Run 1, gate families picked out:
Scale: 4 px per micron.
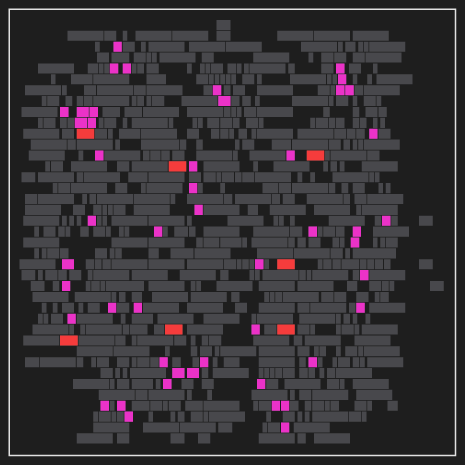
Run 1, wires at chosen ports, followed through buffers:
Scale: 2 px per micron.
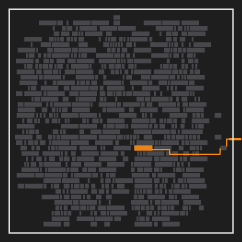
Run 1, placed standard cells:
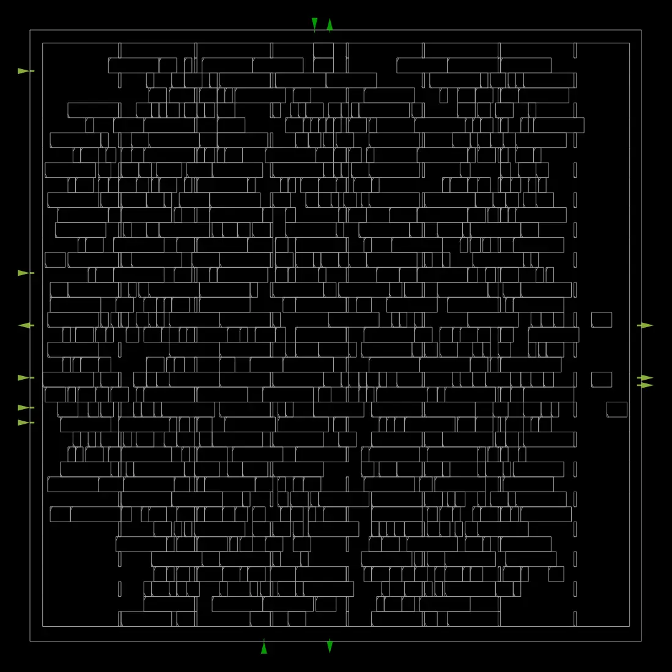
File: config.mk
export PLATFORM = sky130hd
export DESIGN_NAME = vm_button_conditioner
export DESIGN_NICKNAME = d
export VERILOG_FILES = /design/src/rtl/vm_button_conditioner.sv
export SDC_FILE = /design/constraint.sdc
export NUM_CORES = 1
export LEC_CHECK = 0
export CORE_MARGIN = 2
export CORE_UTILIZATION = 55
export DETAILED_ROUTE_END_ITERATION = 10
export PLACE_DENSITY = 0.75
export SETUP_SLACK_MARGIN = 0.5
export SYNTH_ARGS = -nofsm -noshare
export SYNTH_HDL_FRONTEND = slang
export SYNTH_SLANG_ARGS = --single-unit
File: constraint.sdc
create_clock -name clock -period 4.9 [get_ports clock]
set_input_delay 0.49 -clock clock [delete_from_list [all_inputs] [get_ports clock]]
set_output_delay 0.49 -clock clock [all_outputs]
set_load 0.02 [all_outputs]
File: src/rtl/vm_button_conditioner.sv
// rtl/vm_button_conditioner.sv - synchronise, debounce, auto-repeat and arbitrate the five panel buttons
// Internal bit order: 0 enter, 1 c, 2 u, 3 cima, 4 baixo (lower index wins arbitration).
module vm_button_conditioner #(
   parameter int DEBOUNCE_CYCLES = 4,
   parameter int REPEAT_DELAY    = 16,
   parameter int REPEAT_RATE     = 8,
   parameter int CNT_W           = 16
) (
   input  logic clock,
   input  logic reset,
   input  logic c_raw,
   input  logic u_raw,
   input  logic cima_raw,
   input  logic baixo_raw,
   input  logic enter_raw,
   output logic c,
   output logic u,
   output logic cima,
   output logic baixo,
   output logic enter,
   output logic any_held
);
   localparam int NB = 5;
   localparam logic [CNT_W-1:0] ONE     = CNT_W'(1);
   localparam logic [CNT_W-1:0] DB_LAST = CNT_W'(DEBOUNCE_CYCLES - 1);
   localparam logic [CNT_W-1:0] RD_LAST = CNT_W'(REPEAT_DELAY - 1);
   localparam logic [CNT_W-1:0] RR_LAST = CNT_W'(REPEAT_RATE - 1);

   logic [NB-1:0]    raw;
   logic [NB-1:0]    s1_q, s1_d, s2_q, s2_d, stable_q, stable_d;
   logic [NB-1:0]    pend_q, pend_d, out_q, out_d;
   logic [CNT_W-1:0] db_cnt_q [NB];
   logic [CNT_W-1:0] db_cnt_d [NB];
   logic [CNT_W-1:0] rep_cnt_q [2];
   logic [CNT_W-1:0] rep_cnt_d [2];
   logic [1:0]       rep_first_q, rep_first_d;
   logic             any_held_q, any_held_d;
   logic [NB-1:0]    press, fall, cand;
   logic [1:0]       rep_ev;

   assign raw = {baixo_raw, cima_raw, u_raw, c_raw, enter_raw};

   always_comb begin
      s1_d     = raw;
      s2_d     = s1_q;
      stable_d = stable_q;
      press    = '0;
      fall     = '0;
      for (int i = 0; i < NB; i++) begin
         db_cnt_d[i] = '0;
         if (s2_q[i] != stable_q[i]) begin
            if (db_cnt_q[i] == DB_LAST) begin
               stable_d[i] = s2_q[i];
               press[i]    = s2_q[i];
               fall[i]     = ~s2_q[i];
            end else begin
               db_cnt_d[i] = db_cnt_q[i] + ONE;
            end
         end
      end

      // Repeat counter idles at zero while released; first period is the delay, then the rate.
      rep_ev = '0;
      for (int j = 0; j < 2; j++) begin
         rep_cnt_d[j]   = '0;
         rep_first_d[j] = 1'b1;
         if (stable_q[3+j] && !fall[3+j]) begin
            if (rep_cnt_q[j] == (rep_first_q[j] ? RD_LAST : RR_LAST)) begin
               rep_ev[j]      = 1'b1;
               rep_first_d[j] = 1'b0;
            end else begin
               rep_cnt_d[j]   = rep_cnt_q[j] + ONE;
               rep_first_d[j] = rep_first_q[j];
            end
         end
      end

      cand       = pend_q | press | {rep_ev, 3'b000};
      out_d      = cand & (~cand + 5'd1);
      pend_d     = cand & ~out_d;
      any_held_d = |stable_d;
   end

   always_ff @(posedge clock or posedge reset) begin
      if (reset) begin
         s1_q        <= '0;
         s2_q        <= '0;
         stable_q    <= '0;
         pend_q      <= '0;
         out_q       <= '0;
         any_held_q  <= 1'b0;
         rep_first_q <= 2'b11;
         for (int i = 0; i < NB; i++) db_cnt_q[i] <= '0;
         for (int j = 0; j < 2; j++) rep_cnt_q[j] <= '0;
      end else begin
         s1_q        <= s1_d;
         s2_q        <= s2_d;
         stable_q    <= stable_d;
         pend_q      <= pend_d;
         out_q       <= out_d;
         any_held_q  <= any_held_d;
         rep_first_q <= rep_first_d;
         for (int i = 0; i < NB; i++) db_cnt_q[i] <= db_cnt_d[i];
         for (int j = 0; j < 2; j++) rep_cnt_q[j] <= rep_cnt_d[j];
      end
   end

   assign enter    = out_q[0];
   assign c        = out_q[1];
   assign u        = out_q[2];
   assign cima     = out_q[3];
   assign baixo    = out_q[4];
   assign any_held = any_held_q;
endmodule

==> results_dict.tcl, run 1 <==
# yosys + openroad results
set metrics [dict create \
    rsz0062_at_grt "no" \
    most_frequently_placed_logic_cells_in_the_final_layout "sky130_fd_sc_hd__dfrtp_1, sky130_fd_sc_hd__nor2_1, sky130_fd_sc_hd__xor2_1" \
    worst_slew_pin_slew_ns 0.9074 \
    power_frac_seq_pct 44.4 \
    cp_slowest_stage_delay_ns 0.49 \
    comb_power_share_pct 16.3 \
    dominant-cell-class "flip-flops and latches" \
    post_cts.resized_instances 0 \
    synth.cellmix.simpleShare_pct 24.74 \
    insertion_delay_ns 0.42 \
    cts_tree "built" \
    final.signal_buffer_count 13 \
    core_sq_um 11320 \
    post-route-period-util_pct 44.29 \
    postRouteAntennaNets 0 \
    grt_met3_usage_pct 5.249 \
    synthArstFlopShare_pct 100.0 \
    groute.layer.met2.usage_pct 31.83 \
    arrival_ns 2.45 \
    power.largest_group "registers" \
    ant_diodes 0 \
    power.static_leakage_nw 3.167 \
    clock.fmax_mhz 460.8 \
    worst_hold_slack_ns 0.3473 \
    flop-count 139 \
    outcome "finished clean" \
    setup.reg_to_reg.worst_slack_ns 2.73 \
    maxSlewViolCount 0 \
    synthTopCellsByArea "sky130_fd_sc_hd__dfrtp_1, sky130_fd_sc_hd__nor2_1, sky130_fd_sc_hd__xor2_1" \
    sh_seq_area_pct 48.74 \
    synthesized_area_sq_um 6317 \
    whs_path_depth 0 \
    global_route.overflow_total 0 \
    routabilityCongestion 0.8092 \
    comb.multi_input.count 441 \
    crit_path_start_kind "flip-flop" \
    area_delta_synth_final_pct 13.05 \
    wire_length_on_met1_mm 5.114 \
    ff_type "sky130_fd_sc_hd__dfrtp_1" \
    routed_wirelength_mm 11.02 \
    layout.clock_buffers 20 \
    top_layer "met4" \
    share_clk_of_total_power_pct 39.3 \
    crit_chain "ha_1, nor4b_2, nand4_2, o21ai_1, nand2b_1, nor2_1" \
    crit_path_end_kind "flip-flop" \
    totalNegativeSetupSlack_ns 0 \
    intPower_mw 2.161 \
    max-slew-margin-rel_pct 39.51 \
    fill_cells 875 \
    crit_slowest_cell "sky130_fd_sc_hd__nand2b_1" \
    post_cts_hold_buffers 0 \
    postSynthCellCount 604 \
    top_register "db_cnt_q" \
    r2r_end "rep_cnt_q[27]" \
    port_buffers 12 \
    floorplan.io_pins 13 \
    synth_sequential_area_ratio_pct 55.10 \
    antenna_found_initial 0 \
    num-nets-final 641 \
    floorplan.initialDensity_pct 55.80 \
    ir_drop_mv 0.2737 \
    timing.critical_path.from "db_cnt_q[16]" \
    numPlacedInstances 751 \
    post-synth-top-area-cell "sky130_fd_sc_hd__dfrtp_1" \
    place_hpwl_mm 7.263 \
    post-layout-total-power_mw 3.051 \
    yosys-stat-cells 604 \
    comb-cell-share_pct 38.21 \
    synth.cellmix.compoundShare_pct 1.921 \
    place_worst_setup_slack_ns 2.745 \
    met3_length_microns 380 \
    drt_pass1_iterations 4 \
    yosys_warnings 0 \
]
Back to the opening pictures, 'gate families picked out':
Key: adder and majority cells = red [cells 7]; AND and OR gates = magenta [cells 48, where spread over the die]

Back to the opening pictures, 'wires at chosen ports, followed through buffers':
Key: `enter` = orange [bits 1, direction output, end cells 1, buffers 1, wire 45.6 microns]

Back to the opening pictures, 'placed standard cells':
well tap count: 143
Row Count: 39

Run 1, cell sizes after repair:
Scale: 4 px per micron.
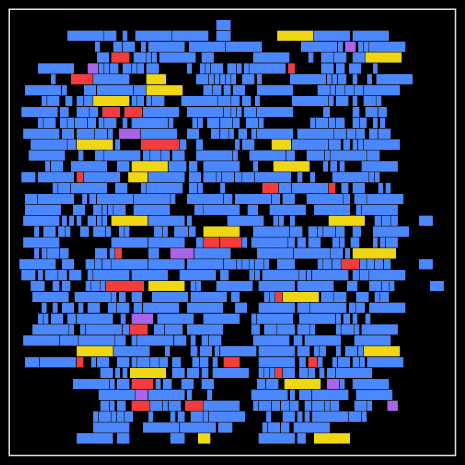

==> run 1 -> run 2 <==
==> constraint.sdc (replaced) <==
create_clock -name clock -period 2.1 [get_ports clock]
set_input_delay 0.21 -clock clock [delete_from_list [all_inputs] [get_ports clock]]
set_output_delay 0.21 -clock clock [all_outputs]
set_load 0.02 [all_outputs]
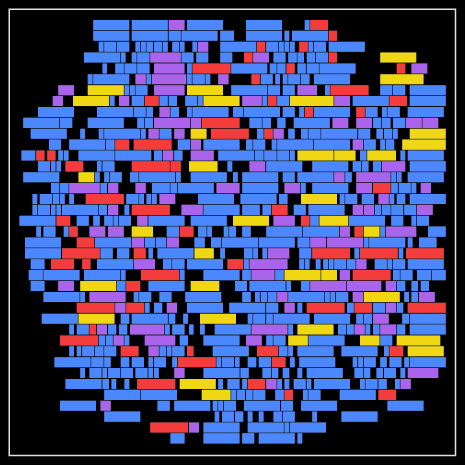
Run 2: cell sizes after repair
Scale: 4 px per micron.
Key: _3 and _4 cells = purple [cells 92]; _6 and larger = yellow [cells 35]; _2 cells = red [cells 65]; _0 and _1 cells = blue [cells 497]

==> run 2 against run 1 <==
Compared with the run above: die size did not move; critical path type unchanged; sequential power increased by 140%; critical path depth fell by 1; largest cell class unchanged; highest routed layer unchanged; non-clock buffer count grew 47.
==> results_dict.tcl, run 2 <==
# yosys + openroad results
set metrics [dict create \
    outcome "finished clean" \
    synth.cellmix.compoundShare_pct 1.921 \
    synth_dominant_cell_count "sky130_fd_sc_hd__dfrtp_1" \
    setup.reg_to_reg.worst_slack_ns 0.34 \
    post-route-period-util_pct 83.68 \
    met3_length_microns 449 \
    crit_path_end_kind "flip-flop" \
    mux_area_share_pct 1.010 \
    powerSeq_mw 3.19 \
    comb.multi_input.count 443 \
    numPlacedInstances 756 \
    worst_hold_slack_ns 0.1394 \
    clock.fmax_mhz 569.0 \
    flop-count 139 \
    placed_area_sq_um 6735 \
    post-synth-top-area-cell "sky130_fd_sc_hd__dfrtp_1" \
    rsz0062_at_grt "yes" \
    grt_met3_usage_pct 5.905 \
    worstSetupPathType "reg -> reg" \
    wire_length_on_met1_mm 5.716 \
    synth.cellmix.simpleShare_pct 24.74 \
    crit_path_start_kind "flip-flop" \
    antenna_found_initial 0 \
    synth-area-yosys_sq_um 6317 \
    power.largest_group "registers" \
    most_frequently_placed_logic_cells_in_the_final_layout "sky130_fd_sc_hd__dfrtp_1, sky130_fd_sc_hd__nor2_1, sky130_fd_sc_hd__xor2_1" \
    insertion_delay_ns 0.42 \
    power_density_nw_per_um2 1013 \
    post_cts.resized_instances 31 \
    port_buffers 12 \
    flip_flop_count_of_the_largest_register_after_layout 80 \
    floorplan.initialDensity_pct 55.80 \
    floorplan.io_pins 13 \
    synth.net_count 618 \
    postRouteAntennaNets 0 \
    groute.layer.met2.usage_pct 36.99 \
    place_worst_setup_slack_ns 0.1948 \
    crit_slowest_cell "sky130_fd_sc_hd__dfrtp_1" \
    synthArstFlopShare_pct 100.0 \
    ff_type "sky130_fd_sc_hd__dfrtp_1" \
    comb-cell-share_pct 40.32 \
    timing.critical_path.from "db_cnt_q[38]" \
    register_area_sq_um 3505 \
    rows 39 \
    drt_pass1_iterations 4 \
    synthesized_area_sq_um 6317 \
    final.signal_buffer_count 60 \
    yosys-stat-cells 604 \
    routabilityCongestion 0.8218 \
    power.static_leakage_nw 3.549 \
    cts_tree "built" \
    num-nets-final 690 \
    initialDrtViolationCount 304 \
    fill_cells 730 \
    post_cts_hold_buffers 0 \
    arrival_ns 2.06 \
    yosys_warnings 0 \
    core_sq_um 11320 \
    endpoint "any_held" \
    tapCellCount 143 \
    comb_power_share_pct 24.1 \
    cp_slowest_stage_delay_ns 0.40 \
    synthTopCellsByArea "sky130_fd_sc_hd__dfrtp_1, sky130_fd_sc_hd__nor2_1, sky130_fd_sc_hd__xor2_1" \
    intPower_mw 5.880 \
    layout.clock_buffers 25 \
    finalHoldViolations 0 \
    global_route.overflow_total 0 \
    place_hpwl_mm 7.656 \
    ir_drop_mv 1.113 \
    r2r_end "any_held" \
    maxSlewViolCount 0 \
    clk_share_pct 7.563 \
    top_layer "met4" \
    post-layout-total-power_mw 8.348 \
    postSynthCellCount 604 \
    max-slew-margin-rel_pct 42.19 \
    area_delta_synth_final_pct 30.42 \
    crit_chain "nor4_2, nand4_1, mux2_4, nor3_4, nand2_1" \
    worst_slew_pin_slew_ns 0.8643 \
    sh_seq_area_pct 42.54 \
    synth_sequential_area_ratio_pct 55.10 \
    routed_wirelength_mm 13.44 \
    dominant-cell-class "flip-flops and latches" \
    share_clk_of_total_power_pct 37.7 \
    critical_path_peak_fanout 4 \
    power_frac_seq_pct 38.2 \
    chipHeight_microns 111.2 \
    totalNegativeSetupSlack_ns 0 \
    crit_cells 5 \
    ant_diodes 0 \
]
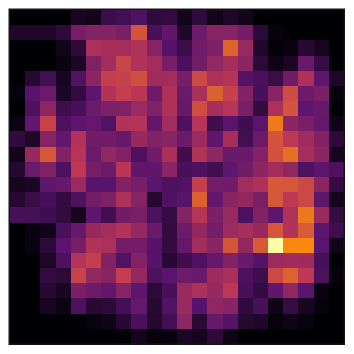
Run 2: wire density map
Scale: 3 px per micron. 22 x 22 tiles, from black (low) to pale yellow (high), scaled to the fullest tile. Values are wire area over tile area, all layers added.
The emptiest ninth of the die: south-west. 13% of the tiles are nearly empty. 8.1% of the tiles are over half the peak. The mean over all tiles is 0.17. The fullest tile reaches 0.66.

No activity file was given, so power comes from the tool's default toggle rates.
